registers.png
Drawn at 2 px/um. Other sequential cells in the stronger gray, the rest of the logic in the fainter gray.
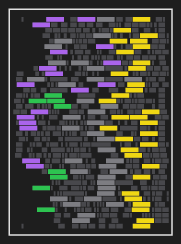
metal_stack.png
Drawn at 3 px/um.
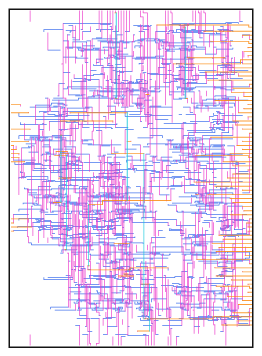
$ cat config.mk
export PLATFORM = sky130hd
export DESIGN_NAME = jtvigil_scr2_fetch
export DESIGN_NICKNAME = d
export VERILOG_FILES = /design/src/rtl/jtvigil_pkg.sv /design/src/rtl/jtvigil_scr2_addr.sv /design/src/rtl/jtvigil_scr2_fetch.sv
export SDC_FILE = /design/constraint.sdc
export NUM_CORES = 1
export LEC_CHECK = 0
export CAP_MARGIN = 20
export CORE_ASPECT_RATIO = 1.4
export CORE_UTILIZATION = 51
export DETAILED_ROUTE_END_ITERATION = 16
export PLACE_DENSITY = 0.91
export SLEW_MARGIN = 15
export SYNTH_ARGS = -nofsm -noshare
export SYNTH_HDL_FRONTEND = slang
export SYNTH_SLANG_ARGS = --single-unit
$ cat constraint.sdc
create_clock -name clk -period 4.8 [get_ports clk]
set_clock_uncertainty 0.05 [all_clocks]
set_input_delay 0.48 -clock clk [delete_from_list [all_inputs] [get_ports clk]]
set_output_delay 0.48 -clock clk [all_outputs]
set_load 0.005 [all_outputs]
$ cat src/rtl/jtvigil_pkg.sv
// Shared definitions for the Vigilante scroll-2 line prefetch logic.
// Holds the fetch FSM state type, the per-line word count, the fixed
// horizontal scroll offset and the ROM-to-line-buffer half-swap helper.
package jtvigil_pkg;

  // Words fetched per line: 256 px / 8 px per word, plus one for fine scroll.
  localparam int SCR2_WORDS = 33;

  // Constant added to the scroll register before splitting it into
  // coarse column and fine pixel offset.
  localparam logic [10:0] SCR2_SCROLL_OFS = 11'h080;

  typedef enum logic [1:0] {
    ST_IDLE = 2'd0,
    ST_REQ  = 2'd1,
    ST_WR   = 2'd2,
    ST_DONE = 2'd3
  } scr2_state_t;

  // ROM words carry two 16-bit halves. With flip clear the halves are
  // exchanged so the shifter always consumes the buffer in the same order.
  function automatic logic [31:0] scr2_swap(input logic [31:0] data, input logic flip);
    logic [31:0] res;
    if (!flip) begin
      res = {data[15:0], data[31:16]};
    end else begin
      res = data;
    end
    return res;
  endfunction

endpackage

$ cat src/rtl/jtvigil_scr2_addr.sv
// Scroll-2 ROM address generator (combinational).
// Word k of a line lives at column c = col0 + k, wrapping on the 256-column
// (2048 px) ring. The low address bit selects the half-word order for flip.
module jtvigil_scr2_addr
  import jtvigil_pkg::*;
(
  input  logic [7:0]  col0,
  input  logic [5:0]  k,
  input  logic [7:0]  vn,
  input  logic        flip,
  output logic [17:0] addr
);

  logic [7:0] col;

  // Column of the requested word and its packed ROM address.
  always_comb begin
    col  = col0 + {2'b00, k};
    addr = {1'b0, col[7:6], vn, col[5:0], ~flip};
  end

endmodule

$ cat src/rtl/jtvigil_scr2_fetch.sv
// Vigilante scroll-2 line prefetch controller.
// On every rising edge of hs it reads 33 ROM words for the next line and
// writes them into the bank of the external ping-pong line buffer that the
// pixel shifter is not reading. A new line start while a fetch is still
// running aborts it (miss pulse) and restarts for the new line.
// Optional build macro: JTVIGIL_SCR2_MISSCNT_EN adds a saturating abort
// counter on debug_view; without it debug_view is tied to zero.
module jtvigil_scr2_fetch
  import jtvigil_pkg::*;
#(
  parameter int WORDS = SCR2_WORDS
) (
  input  logic        rst,
  input  logic        clk,
  input  logic        hs,
  input  logic [8:0]  v,
  input  logic        flip,
  input  logic [10:0] scrpos,
  output logic        rom_cs,
  output logic [17:0] rom_addr,
  input  logic        rom_ok,
  input  logic [31:0] rom_data,
  output logic        buf_we,
  output logic [6:0]  buf_addr,
  output logic [31:0] buf_din,
  output logic [2:0]  fine_x,
  output logic        busy,
  output logic        miss,
  output logic [7:0]  debug_view
);

  localparam logic [5:0] LAST_K = 6'(WORDS - 1);

  scr2_state_t state;

  logic        hs_d;
  logic        line_start;
  logic [10:0] scr_ofs;

  // Fields latched at line start for the line being fetched.
  logic [7:0]  vn;
  logic [7:0]  col0;
  logic        bank;
  logic [2:0]  fx;
  logic [5:0]  k;

  // Low during the first REQ cycle of each address: rom_ok is still stale.
  logic        ok_arm;

  // Inputs to the address generator for the next address to be presented.
  logic [7:0]  a_col0;
  logic [7:0]  a_vn;
  logic [5:0]  a_k;
  logic [17:0] addr_nxt;

  // Only the low 8 bits of the line counter select ROM rows.
  logic        unused_v8;
  assign unused_v8 = v[8];

  assign line_start = hs & ~hs_d;
  assign scr_ofs    = scrpos + SCR2_SCROLL_OFS;

  // Select the next address source: fresh line fields on line start,
  // otherwise the following word of the current line.
  always_comb begin
    a_col0 = col0;
    a_vn   = vn;
    a_k    = k + 6'd1;
    if (line_start) begin
      a_col0 = scr_ofs[10:3];
      a_vn   = v[7:0] + 8'd1;
      a_k    = 6'd0;
    end else begin
      a_col0 = col0;
      a_vn   = vn;
      a_k    = k + 6'd1;
    end
  end

  jtvigil_scr2_addr u_addr (
    .col0 (a_col0),
    .k    (a_k),
    .vn   (a_vn),
    .flip (flip),
    .addr (addr_nxt)
  );

  // Fetch sequencer: line-start detection, ROM handshake, buffer writes and
  // abort handling, with all outputs registered.
  always_ff @(posedge clk or posedge rst) begin
    if (rst) begin
      state    <= ST_IDLE;
      hs_d     <= 1'b0;
      vn       <= 8'h00;
      col0     <= 8'h00;
      bank     <= 1'b0;
      fx       <= 3'd0;
      k        <= 6'd0;
      ok_arm   <= 1'b0;
      rom_cs   <= 1'b0;
      rom_addr <= 18'h0_0000;
      buf_we   <= 1'b0;
      buf_addr <= 7'h00;
      buf_din  <= 32'h0000_0000;
      fine_x   <= 3'd0;
      busy     <= 1'b0;
      miss     <= 1'b0;
    end else begin
      hs_d   <= hs;
      miss   <= 1'b0;
      buf_we <= 1'b0;
      if (line_start) begin
        // A line start always wins: abort anything in flight and restart.
        miss     <= (state != ST_IDLE);
        vn       <= a_vn;
        bank     <= a_vn[0];
        col0     <= a_col0;
        fx       <= scr_ofs[2:0];
        k        <= 6'd0;
        ok_arm   <= 1'b0;
        rom_cs   <= 1'b1;
        rom_addr <= addr_nxt;
        busy     <= 1'b1;
        state    <= ST_REQ;
      end else begin
        case (state)
          ST_IDLE: begin
            rom_cs <= 1'b0;
            busy   <= 1'b0;
          end
          ST_REQ: begin
            if (!ok_arm) begin
              ok_arm <= 1'b1;
            end else if (rom_ok) begin
              rom_cs   <= 1'b0;
              buf_we   <= 1'b1;
              buf_addr <= {bank, k};
              buf_din  <= scr2_swap(rom_data, flip);
              state    <= ST_WR;
            end else begin
              ok_arm <= 1'b1;
            end
          end
          ST_WR: begin
            if (k == LAST_K) begin
              state <= ST_DONE;
            end else begin
              k        <= a_k;
              ok_arm   <= 1'b0;
              rom_cs   <= 1'b1;
              rom_addr <= addr_nxt;
              state    <= ST_REQ;
            end
          end
          ST_DONE: begin
            fine_x <= fx;
            busy   <= 1'b0;
            state  <= ST_IDLE;
          end
          default: begin
            rom_cs <= 1'b0;
            busy   <= 1'b0;
            state  <= ST_IDLE;
          end
        endcase
      end
    end
  end

`ifdef JTVIGIL_SCR2_MISSCNT_EN
  logic [7:0] miss_cnt;

  // Saturating count of aborted fetches for debugging bandwidth problems.
  always_ff @(posedge clk or posedge rst) begin
    if (rst) begin
      miss_cnt <= 8'h00;
    end else if (miss && (miss_cnt != 8'hFF)) begin
      miss_cnt <= miss_cnt + 8'd1;
    end else begin
      miss_cnt <= miss_cnt;
    end
  end

  assign debug_view = miss_cnt;
`else
  assign debug_view = 8'h00;
`endif

endmodule

==> notes.org <==
#+TITLE: Synthesis and PnR summary

** Route
- Detailed routing inserted a total of 3,451 vias.
- The routed design has 9910 um of wire.
- Iter 0 DRT Violations :: 198
- Dividing the detail-routed via count by the number of cells gives 5.36.
- Total iterations of the first detailed-routing run :: 4

** Finish
- Of the total standard cell area in the layout, the multi-input combinational portion is 32.8%.
- Final non-filler cell area :: 5900 um^2
- Per the layout area report, the sequential fraction of cell area is 39.0%.
- The layout has 13 clock buffers.
- Max reg flops :: 32

** Timing
- The final timing summary puts the cycle share of the worst path at 69.9%.
- Worst slack on hold paths :: 360 ps
- # setup viols final :: 0
- Headroom to the max-slew limit :: 37.1%
- Final Max-Slew Violation Tally :: 0
- At the pin with the least slew margin, the transition time is 944 ps.

** Job
- Total of max-cap violations :: 0

** Worst setup path
- Path length in cells of the critical path :: 10
- Startpoint type of the worst setup path :: primary input
- Largest stage delay, worst path :: 710 ps

** Logic synthesis
- After Yosys synthesis, full adders, half adders and majority gates account for 4.42% of the synthesized area.
- Multiplexer share :: 11.6%
- In this run, distinct cell masters in the synthesized netlist total 41.

** Place
- Buffers placed on the I/O ports in this run total 118.
- DP Worst Slack :: 1150 ps

** Power
- P_sw :: 1.03 mW
- Part of the total power dissipated in the clock network :: 21.3%
- In this run the power density over the cells is 558 nW/um^2.

** Die
- The floorplan has 39 rows.
- The floorplan step records an initial core utilization of 53.3%.

** Outcome
- Result of the run :: finished clean
Notes on registers.png above:
Key: green = `col0` [placed flops 8]; purple = `rom_addr` [placed flops 17]; yellow = `buf_din` [placed flops 32, where a vertical strip on the right]
Another 35 sequential cells are not colored.

Notes on metal_stack.png above:
Key: blue = met1 [wire length 3,930 um]; cyan = met4 [wire length 226 um]; magenta = met2 [wire length 4,990 um]; orange = met3 [wire length 757 um]

==> layer usage <==
layer	routed length, um	part of all wire, %	vias to the layer above	GRT usage (%)
met1	3930	40	1670	25.5
met2	4990	50	125	40.3
met3	756	7.6	17	6.67
li1	-	-	1639	-
met5	0	0	-	0
met4	226	2.3	0	9.40
==> power by group through the flow <==
stage | combinational, mW | sequential (mW) | clock [mW]
after global placement | 1.27 | 1.26 | 0
after floorplan | 0.640 | 1.26 | 0
after CTS | 1.33 | 1.27 | 0.710
after global routing | 1.46 | 1.30 | 0.747
after detailed placement | 1.31 | 1.28 | 0
final | 1.32 | 1.27 | 0.700
Power is estimated from default activity; no workload was simulated.
